<file path="src/rtl/hier_fanout_if.sv">
// Parent/child request bundle for hier_fanout_node.
// master = parent + children side, slave = the node.
interface hier_fanout_if #(
  parameter int unsigned NUM_CHILD = 5,
  parameter int unsigned DATA_W    = 16
);
  localparam int unsigned CNT_W = $clog2(NUM_CHILD + 1);

  logic                 in_valid;
  logic                 in_ready;
  logic [DATA_W-1:0]    in_data;
  logic [NUM_CHILD-1:0] ch_valid;
  logic [NUM_CHILD-1:0] ch_ready;
  logic [DATA_W-1:0]    ch_data;
  logic [NUM_CHILD-1:0] ch_done;
  logic [CNT_W-1:0]     done_count;
  logic                 busy;
  logic                 err;

  modport master (
    output in_valid, in_data, ch_ready, ch_done,
    input  in_ready, ch_valid, ch_data, done_count, busy, err
  );

  modport slave (
    input  in_valid, in_data, ch_ready, ch_done,
    output in_ready, ch_valid, ch_data, done_count, busy, err
  );
endinterface

</file>
<file path="src/rtl/hier_fanout_node.sv">
// Hierarchy node: accepts one parent request at a time and dispatches it to
// NUM_CHILD children (round-robin or broadcast) with per-child credit tracking.
module hier_fanout_node #(
  parameter int unsigned NUM_CHILD       = 5,
  parameter int unsigned DATA_W          = 16,
  parameter int unsigned MAX_OUTSTANDING = 4,
  parameter bit          BROADCAST       = 1'b0
) (
  input  logic           clk,
  input  logic           rst_n,
  hier_fanout_if.slave   node_io
);

  localparam int unsigned OUT_W = $clog2(MAX_OUTSTANDING + 1);
  localparam int unsigned PTR_W = (NUM_CHILD > 1) ? $clog2(NUM_CHILD) : 1;
  localparam int unsigned CNT_W = $clog2(NUM_CHILD + 1);

  typedef enum logic {IDLE, ISSUE} state_e;

  state_e               state_q, state_d;
  logic [PTR_W-1:0]     rr_ptr_q, rr_ptr_d;
  logic                 lock_q, lock_d;
  logic [PTR_W-1:0]     lock_tgt_q, lock_tgt_d;
  logic [OUT_W-1:0]     outst_q [NUM_CHILD];
  logic [OUT_W-1:0]     outst_d [NUM_CHILD];
  logic [NUM_CHILD-1:0] pending_q, pending_d;
  logic [DATA_W-1:0]    data_q, data_d;
  logic [CNT_W-1:0]     done_cnt_q, done_cnt_d;
  logic                 err_q, err_d;

  logic [NUM_CHILD-1:0] elig;
  logic [NUM_CHILD-1:0] nonzero;
  logic [NUM_CHILD-1:0] ch_valid_c;
  logic [NUM_CHILD-1:0] hs;
  logic [NUM_CHILD-1:0] done_ok;
  logic [PTR_W-1:0]     tgt;
  logic                 tgt_found;
  int unsigned          rr_idx;

  always_comb begin
    for (int unsigned i = 0; i < NUM_CHILD; i++) begin
      elig[i]    = outst_q[i] < OUT_W'(MAX_OUTSTANDING);
      nonzero[i] = outst_q[i] != '0;
    end
  end

  // Round-robin target: first eligible child at/after rr_ptr; a target already
  // offered to a stalled child stays locked until it handshakes.
  always_comb begin
    tgt       = '0;
    tgt_found = 1'b0;
    rr_idx    = 0;
    for (int unsigned k = 0; k < NUM_CHILD; k++) begin
      rr_idx = 32'(rr_ptr_q) + k;
      if (rr_idx >= NUM_CHILD) rr_idx = rr_idx - NUM_CHILD;
      if (!tgt_found && elig[PTR_W'(rr_idx)]) begin
        tgt       = PTR_W'(rr_idx);
        tgt_found = 1'b1;
      end
    end
    if (lock_q) begin
      tgt       = lock_tgt_q;
      tgt_found = 1'b1;
    end
  end

  always_comb begin
    ch_valid_c = '0;
    if (state_q == ISSUE) begin
      if (BROADCAST) ch_valid_c = pending_q & elig;
      else if (tgt_found) ch_valid_c[tgt] = 1'b1;
    end
  end

  assign hs      = ch_valid_c & node_io.ch_ready;
  assign done_ok = node_io.ch_done & nonzero;

  // Next-state, credit and completion accounting.
  always_comb begin
    state_d    = state_q;
    rr_ptr_d   = rr_ptr_q;
    lock_d     = lock_q;
    lock_tgt_d = lock_tgt_q;
    pending_d  = pending_q;
    data_d     = data_q;
    err_d      = err_q | (|(node_io.ch_done & ~nonzero));
    done_cnt_d = '0;

    for (int unsigned i = 0; i < NUM_CHILD; i++) begin
      done_cnt_d = done_cnt_d + CNT_W'(done_ok[i]);
      case ({hs[i], done_ok[i]})
        2'b10:   outst_d[i] = outst_q[i] + OUT_W'(1);
        2'b01:   outst_d[i] = outst_q[i] - OUT_W'(1);
        default: outst_d[i] = outst_q[i];
      endcase
    end

    case (state_q)
      IDLE: begin
        if (node_io.in_valid) begin
          data_d    = node_io.in_data;
          state_d   = ISSUE;
          lock_d    = 1'b0;
          pending_d = BROADCAST ? '1 : '0;
        end
      end
      ISSUE: begin
        if (BROADCAST) begin
          pending_d = pending_q & ~hs;
          if (pending_d == '0) state_d = IDLE;
        end else if (|hs) begin
          rr_ptr_d = (tgt == PTR_W'(NUM_CHILD - 1)) ? '0 : tgt + PTR_W'(1);
          lock_d   = 1'b0;
          state_d  = IDLE;
        end else if (tgt_found) begin
          lock_d     = 1'b1;
          lock_tgt_d = tgt;
        end
      end
      default: state_d = IDLE;
    endcase
  end

  always_ff @(posedge clk or negedge rst_n) begin
    if (!rst_n) begin
      state_q    <= IDLE;
      rr_ptr_q   <= '0;
      lock_q     <= 1'b0;
      lock_tgt_q <= '0;
      pending_q  <= '0;
      data_q     <= '0;
      done_cnt_q <= '0;
      err_q      <= 1'b0;
      for (int unsigned i = 0; i < NUM_CHILD; i++) outst_q[i] <= '0;
    end else begin
      state_q    <= state_d;
      rr_ptr_q   <= rr_ptr_d;
      lock_q     <= lock_d;
      lock_tgt_q <= lock_tgt_d;
      pending_q  <= pending_d;
      data_q     <= data_d;
      done_cnt_q <= done_cnt_d;
      err_q      <= err_d;
      for (int unsigned i = 0; i < NUM_CHILD; i++) outst_q[i] <= outst_d[i];
    end
  end

  assign node_io.in_ready   = (state_q == IDLE);
  assign node_io.ch_valid   = ch_valid_c;
  assign node_io.ch_data    = data_q;
  assign node_io.done_count = done_cnt_q;
  assign node_io.busy       = (state_q != IDLE) || (|nonzero);
  assign node_io.err        = err_q;

endmodule
</file>
<file path="src/flat_wrapper.sv">
// flat-port wrapper written by rule: the top's interface ports become plain ports
module hier_fanout_node_flat 
#(
  parameter int unsigned NUM_CHILD       = 5,
  parameter int unsigned DATA_W          = 16,
  parameter int unsigned MAX_OUTSTANDING = 4,
  parameter bit          BROADCAST       = 1'b0
)
  (clk, rst_n, node_io_in_valid, node_io_in_data, node_io_ch_ready, node_io_ch_done, node_io_in_ready, node_io_ch_valid, node_io_ch_data, node_io_done_count, node_io_busy, node_io_err);
  hier_fanout_if #(.NUM_CHILD(NUM_CHILD), .DATA_W(DATA_W)) node_io_i ();
  input  logic clk;
  input  logic rst_n;
  input wire logic [$bits(node_io_i.in_valid)-1:0] node_io_in_valid;
  input wire logic [$bits(node_io_i.in_data)-1:0] node_io_in_data;
  input wire logic [$bits(node_io_i.ch_ready)-1:0] node_io_ch_ready;
  input wire logic [$bits(node_io_i.ch_done)-1:0] node_io_ch_done;
  output wire logic [$bits(node_io_i.in_ready)-1:0] node_io_in_ready;
  output wire logic [$bits(node_io_i.ch_valid)-1:0] node_io_ch_valid;
  output wire logic [$bits(node_io_i.ch_data)-1:0] node_io_ch_data;
  output wire logic [$bits(node_io_i.done_count)-1:0] node_io_done_count;
  output wire logic [$bits(node_io_i.busy)-1:0] node_io_busy;
  output wire logic [$bits(node_io_i.err)-1:0] node_io_err;
  assign node_io_i.in_valid = node_io_in_valid;
  assign node_io_i.in_data = node_io_in_data;
  assign node_io_i.ch_ready = node_io_ch_ready;
  assign node_io_i.ch_done = node_io_ch_done;
  assign node_io_in_ready = node_io_i.in_ready;
  assign node_io_ch_valid = node_io_i.ch_valid;
  assign node_io_ch_data = node_io_i.ch_data;
  assign node_io_done_count = node_io_i.done_count;
  assign node_io_busy = node_io_i.busy;
  assign node_io_err = node_io_i.err;
  hier_fanout_node #(.NUM_CHILD(NUM_CHILD), .DATA_W(DATA_W), .MAX_OUTSTANDING(MAX_OUTSTANDING), .BROADCAST(BROADCAST)) u_core (.clk(clk), .rst_n(rst_n), .node_io(node_io_i));
endmodule
</file>
<file path="config.mk">
export PLATFORM = sky130hd
export DESIGN_NAME = hier_fanout_node_flat
export DESIGN_NICKNAME = d
export VERILOG_FILES = /design/src/rtl/hier_fanout_if.sv /design/src/rtl/hier_fanout_node.sv /design/src/flat_wrapper.sv
export SDC_FILE = /design/constraint.sdc
export NUM_CORES = 1
export LEC_CHECK = 0
export CAP_MARGIN = 40
export CORE_MARGIN = 5
export CORE_UTILIZATION = 40
export CTS_CLUSTER_SIZE = 30
export DETAILED_ROUTE_END_ITERATION = 10
export PLACE_DENSITY = 0.69
export SETUP_SLACK_MARGIN = 0.02
export SLEW_MARGIN = 40
export SYNTH_ARGS = -nofsm -noshare
export SYNTH_HDL_FRONTEND = slang
export SYNTH_SLANG_ARGS = --single-unit
export TNS_END_PERCENT = 50
</file>
<file path="constraint.sdc">
create_clock -name clk -period 13.8 [get_ports clk]
set_clock_uncertainty 0.1 [all_clocks]
set_input_delay 1.38 -clock clk [delete_from_list [all_inputs] [get_ports clk]]
set_output_delay 1.38 -clock clk [all_outputs]
set_load 0.1 [all_outputs]
</file>
==> qor.yml <==
syn_inst: 367
ant_nets: 0
firstDrtPassIters: 4
gp_congestion: 0.9239
synth_top_area_share_pct: 30.97
antenna_cells: 0
setup_viol: 0
topCellsByArea: "dfrtp_1 31%, mux2_2 5.8%, ha_1 5.8%"
numCtsBuffers: 5
hold_violations: 0
warnings: 31
cpLargestDelayFamily: "AND-OR/OR-AND gates"
ff2ff_path_depth: 18
endpoint: "node_io_ch_valid[3]"
drt_iter0_drc: 128
synth_nets: 420
grt_pass1_vias: 2838
die_height_um: 103.2
yosysTopAreaCell: "dfrtp_1"
r2r-start: "u_core.rr_ptr_q[1]$_DFFE_PN0P_"
drc_errors: 0
final_cells: 520
regToRegEndpoint: "u_core.outst_q[5]$_DFFE_PN0P_"
worst_slack_ns: 7.497
path_clk_slew_ns: 0.08
whs_ns: 0.3930
hp-start: "u_core.lock_tgt_q[2]$_DFFE_PN0P_"
synth-async-reset-ratio_pct: 100.0
dpl_cell_area_sq_um: 3936
syn_to_final_growth_pct: 15.81
syn-mean-instance-area_sq_um: 9.468
clockBufferDepth: 2
dp_cells: 513
yosys.area_share.adder_pct: 10.37
maxCapViolCount: 0
finalNetCount: 465
crit_arrival_ns: 4.82
pre_cts_ws_ns: 7.892
synthMuxAreaShare_pct: 12.60
htree_levels: 2
flop_cell: "dfrtp_1"
path_max_fanout: 14
ys_cells: 367
min_path_type: "register to register"
hold_path_depth: 1
r2r_slack_ns: 8.58
fmax_mhz: 158.7
grt_first_pass_wirelength_um: 13710
fp-row-count: 34
slew_violations: 0
status: "complete, no violations"
yosysMostFrequentCell: "dfrtp_1"
largest_reg_flops: 16
common_cells: "43 x dfrtp_1, 34 x inv_1, 23 x nor2_1"
cts_hold_buf: 0
aoi_share_pct: 18.04
yosys.area_share.simple_pct: 16.42
die_width_um: 103.2
drive_gt1_share_pct: 16.75
vias_per_cell: 5.640
cts_tree: "done"
cts_setup_buffers: 0
io_pins: 56
fin_crit_ns: 6.303
crit_chain: "inv_1 > ha_1 > ha_1 > a31o_1 > or3b_1 > a221o_1 > o221ai_2 > o211ai_1 > a211oi_4 > inv_2 > or2_4 > nor3_1 > buf_2"
dp_hpwl_um: 6416
end_kind: "output pin"
fp.coreArea_sq_um: 8593
post-route-period-util_pct: 45.67
final_cell_mix: "43 x dfrtp_1, 34 x inv_1, 27 x clkdlybuf4s50_1, 27 x buf_2, 23 x nor2_1"
holdPathEnd: "u_core.lock_tgt_q[2]$_DFFE_PN0P_"
final.setup.tns_ns: 0
clock_sinks: 43
==> area by class of cell <==
| class | count | area (sq um) | share of cell area (%) |
|---|---|---|---|
| Tap cell | 108 | 135.1 | 3.358 |
| Inverter | 36 | 135.1 | 3.358 |
| Sequential cell | 43 | 1076 | 26.74 |
| Multi-Input combinational cell | 269 | 2162 | 53.73 |
| Clock buffer | 6 | 82.58 | 2.052 |
| Timing Repair Buffer | 57 | 427.9 | 10.63 |
| Clock inverter | 1 | 5.005 | 0.1244 |
==> metal layers <==
layer | routed length [um] | global-route usage [%]
met5 | 0 | 0
met2 | 4067 | 26.64
met4 | 82 | 3.984
met3 | 473 | 2.884
met1 | 3684 | 21.72
### Signal metal coverage by tile

The bar under the picture is 20 um long. 21 x 21 tiles, from dark blue (low) to red (high), scaled to the fullest tile. Values are wire area over tile area, all layers added.
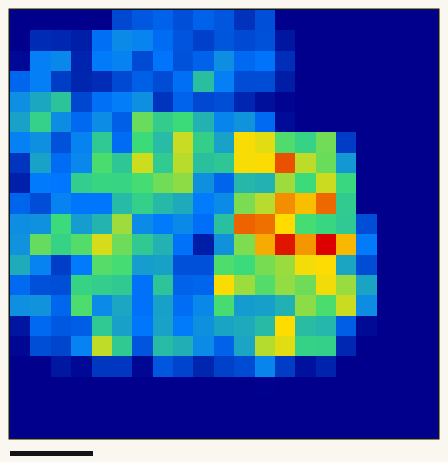
fullest tile = 0.54
emptiest ninth of the die = top right
tiles over half the peak = 14%
densest ninth of the die = middle
mean over tiles = 0.12
nearly empty tiles = 37%
Avg WL per Cell: 15.98 um
WL final: 8308 um
GRT Overall Usage: 16.03%

### Cell area per tile

The bar under the picture is 20 um long. 10 x 10 tiles, from dark blue (low) to red (high), 0 to 100% covered.
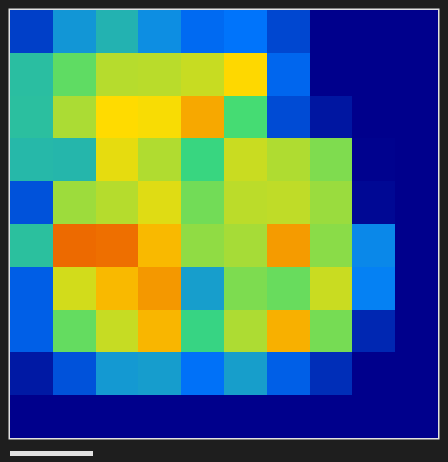
emptiest ninth of the die = top right
mean over tiles = 37%
fullest tile = 88%

